Design xcorr_scan_ctrl, sky130hd; sources not shown.
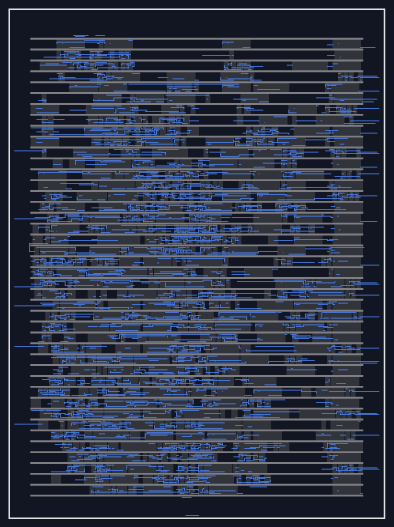
(run_1/layer_met1.png)
Scale: 4 px per um. Supply wires on this layer in grey. Cells faint in the background.
755 nets have wire on it. The layer carries 5,150 um of wire. The layer holds 38% of the routed length.
DRT Wirelength: 13,600 um
M1 GR Usage: 23.7%
routed via count: 4,553

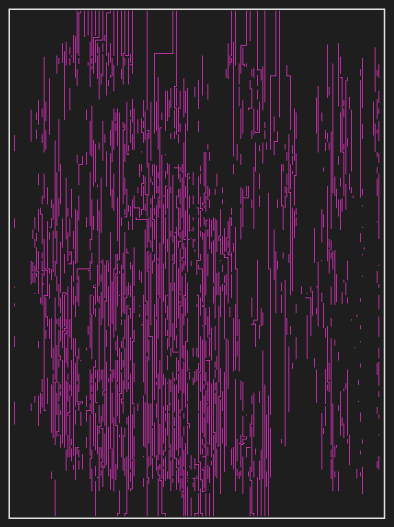
(run_1/layer_met2.png)
Scale: 4 px per um.
The layer holds 52% of the routed length. 670 nets have wire on it. The wires run mostly vertical. The layer carries 7,050 um of wire.
met2 usage: 40.7%

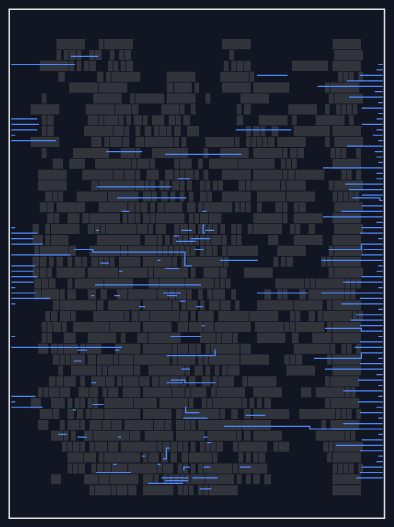
(run_1/layer_met3.png)
Scale: 4 px per um. Cells faint in the background.
The layer carries 948 um of wire. The wires run mostly horizontal.
met3 Usage GRT: 7.29%

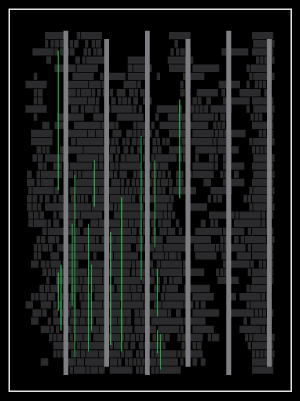
(run_1/layer_met4.png)
Scale: 3 px per um. Supply wires on this layer in grey. Cells faint in the background.
The wires run mostly vertical. The layer carries 479 um of wire. 15 nets have wire on it. The longest straight run is 60.5 um. The layer holds 3.5% of the routed length.

==> results_dict.tcl, run 1 <==
# collected from the flow reports
set metrics [dict create \
    simple_gate_area_share_pct 24.7 \
    setup_tns_ps -1400 \
    hpwl_um 9790 \
    whs_ps 220 \
    p_comb_share_pct 10.9 \
    clk_latency_ps 410 \
    setup_viol 10 \
    syn_area_mm2 0.00536 \
    synthArstFlopShare_pct 0 \
    fin_skew_ps 9.95 \
    comb_share_pct 38.8 \
    start_kind "flop" \
    crit_type "reg2out" \
    top_area_share_pct 47.0 \
    final.setup.worst_slack_ps -259 \
    internal-power_mw 3.41 \
    root_buffer "clkbuf_16" \
    diodes 0 \
    top_usage_layer "met2" \
    synth.avg_cell_area_um2 7.79 \
    groute.usage.overall_pct 22.9 \
    fill_cells 686 \
    cts_resized 48 \
    clk_pin_slew_ps 60 \
    grt_pass1_vias 4454 \
    lay_top_count "nor2_1" \
    drive_above_1_share_pct 21.5 \
    fin_util_pct 69.4 \
    path_common_cell "a21oi_2" \
    ir_drop_mv 0.603 \
    compound_area_share_pct 9.33 \
    ys_sh_xor_pct 1.47 \
    rows 42 \
    grt_max_degree 37 \
    final_antenna_net_count 0 \
    post_cts_buffers 3 \
    fp_util_pct 56.4 \
    power_density_mw_per_mm2 702 \
    comb_cells 429 \
    cts-htree-levels 4 \
    min_period_over_period_pct 109 \
    io_pins 149 \
    leakage_nw 3.10 \
    n_all_buffers 44 \
    drc_errors 0 \
    yosys_warnings 0 \
    die.size.y_um 127 \
    final_max_slew_viol_count 0 \
    synth_seq_share_pct 47.0 \
    grt_setup_unrepaired "yes" \
    n_clock_buffer 21 \
    flop_cell "dfxtp_1" \
    grt_antenna_before_repair 0 \
    common_cells "173 x nor2_1, 126 x dfxtp_1, 108 x inv_1" \
    pg_clk_mw 2.10 \
    grt_overflow 0 \
    crit_path_end_kind "output port" \
    seq_share_pct 38.5 \
    cts_tree "yes" \
    ys_top_logic_family "simple AND/OR/NAND/NOR gates" \
    wl_met1_um 5150 \
    viasPerCell 5.22 \
    dpl.cell_count 834 \
    required_ps 2240 \
    dieWidth_um 93.5 \
    max_slew.worst_pin.slew_ps 843 \
    final_cell_mix "171 x nor2_1, 112 x dfxtp_1, 103 x inv_1" \
    stdcell_count 873 \
    p_comb_uw 507 \
    adder_share_pct 7.60 \
    dp_slack_ps 9.22 \
    core_area_mm2 0.00951 \
    status "finished, violations left" \
    grt_pass1_wl_um 21300 \
    cp.depth 9 \
    synth_nets 773 \
    cts.sinks 126 \
    route.met2.wl_um 7050 \
    power_switching_share_pct 26.4 \
    cp_slowest_stage_delay_ps 480 \
    biggestCellCategory "multi-input combinational cells" \
    violations "negative setup slack" \
    r2r_cells 4 \
    nNetsFinal 812 \
    seqPwrFrac_pct 43.7 \
    pwr-share-clk_pct 45.4 \
    gp_congestion 0.891 \
]
==> inputs of run 2 (changes only) <==
Settings changed: ABC_CLOCK_PERIOD_IN_PS from default to 2800.
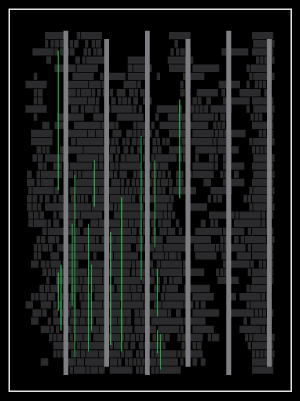
(run_2/layer_met4.png)
Scale: 3 px per um. Supply wires on this layer in grey. Cells faint in the background.
The layer holds 3.5% of the routed length. The wires run mostly vertical.

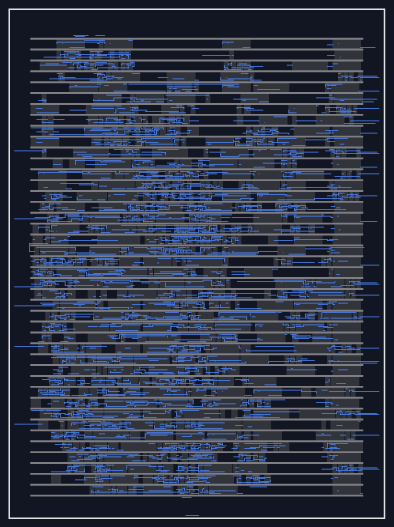
(run_2/layer_met1.png)
Scale: 4 px per um. Supply wires on this layer in grey. Cells faint in the background.
The wires run mostly horizontal. The longest straight run is 27.6 um. 755 nets have wire on it. The layer holds 38% of the routed length.

==> results_dict.tcl, run 2 <==
# collected from the flow reports
set metrics [dict create \
    hpwl_um 9790 \
    grt_use_met2_pct 40.7 \
    period_needed_ps 3060 \
    leakage_nw 3.10 \
    setup_viol 10 \
    core_area_mm2 0.00951 \
    grtUsageMet3_pct 7.29 \
    violations "negative setup slack" \
    cts_tree "yes" \
    diodes 0 \
    die.size.y_um 127 \
    wl_met1_um 5150 \
    pwr-share-clk_pct 45.4 \
    required_ps 2240 \
    adder_share_pct 7.60 \
    min_period_over_period_pct 109 \
    ys_sh_xor_pct 1.47 \
    grt_antenna_before_repair 0 \
    top_usage_layer "met2" \
    final_cell_mix "171 x nor2_1, 112 x dfxtp_1, 103 x inv_1" \
    common_cells "173 x nor2_1, 126 x dfxtp_1, 108 x inv_1" \
    via_count 4553 \
    lay_top_count "nor2_1" \
    pg_clk_mw 2.10 \
    status "finished, violations left" \
    seq_share_pct 38.5 \
    synth.avg_cell_area_um2 7.79 \
    grt_setup_unrepaired "yes" \
    post_cts_buffers 3 \
    fin_skew_ps 9.95 \
    internal-power_mw 3.41 \
    ys_top_logic_family "simple AND/OR/NAND/NOR gates" \
    totalWireLength_um 13600 \
    rows 42 \
    compound_area_share_pct 9.33 \
    groute.usage.overall_pct 22.9 \
    dieWidth_um 93.5 \
    power_density_mw_per_mm2 702 \
    n_all_buffers 44 \
    nWellTaps 132 \
    crit_path_end_kind "output port" \
    stdcell_count 873 \
    ir_drop_mv 0.603 \
    p_comb_share_pct 10.9 \
    power_switching_share_pct 26.4 \
    fp_util_pct 56.4 \
    route.met2.wl_um 7050 \
    syn_area_mm2 0.00536 \
    gr-usage-met1_pct 23.7 \
    final.setup.worst_slack_ps -259 \
    nNetsFinal 812 \
    wl_met3_um 948 \
    grt_max_degree 37 \
    fin_util_pct 69.4 \
    grt_pass1_vias 4454 \
    final_antenna_net_count 0 \
    final_max_slew_viol_count 0 \
    grt_pass1_wl_um 21300 \
    seqPwrFrac_pct 43.7 \
    path_common_cell "a21oi_2" \
    n_clock_buffer 21 \
    clk_latency_ps 410 \
    io_pins 149 \
    p_comb_uw 507 \
    start_kind "flop" \
    whs_ps 220 \
    drive_above_1_share_pct 21.5 \
    synth_nets 773 \
    dp_slack_ps 9.22 \
    cts.sinks 126 \
    top_area_share_pct 47.0 \
    drc_errors 0 \
    yosys_warnings 0 \
    r2r_cells 4 \
    dpl.cell_count 834 \
    ys_sh_mux_pct 0 \
    flop_cell "dfxtp_1" \
    viasPerCell 5.22 \
    comb_share_pct 38.8 \
    biggestCellCategory "multi-input combinational cells" \
    cp.depth 9 \
    cp_slowest_cell "fa_1" \
    synthArstFlopShare_pct 0 \
    cp_slowest_stage_delay_ps 480 \
    cts-htree-levels 4 \
    max_slew.worst_pin.slew_ps 843 \
    root_buffer "clkbuf_16" \
]
No activity file was given, so power comes from the tool's default toggle rates.
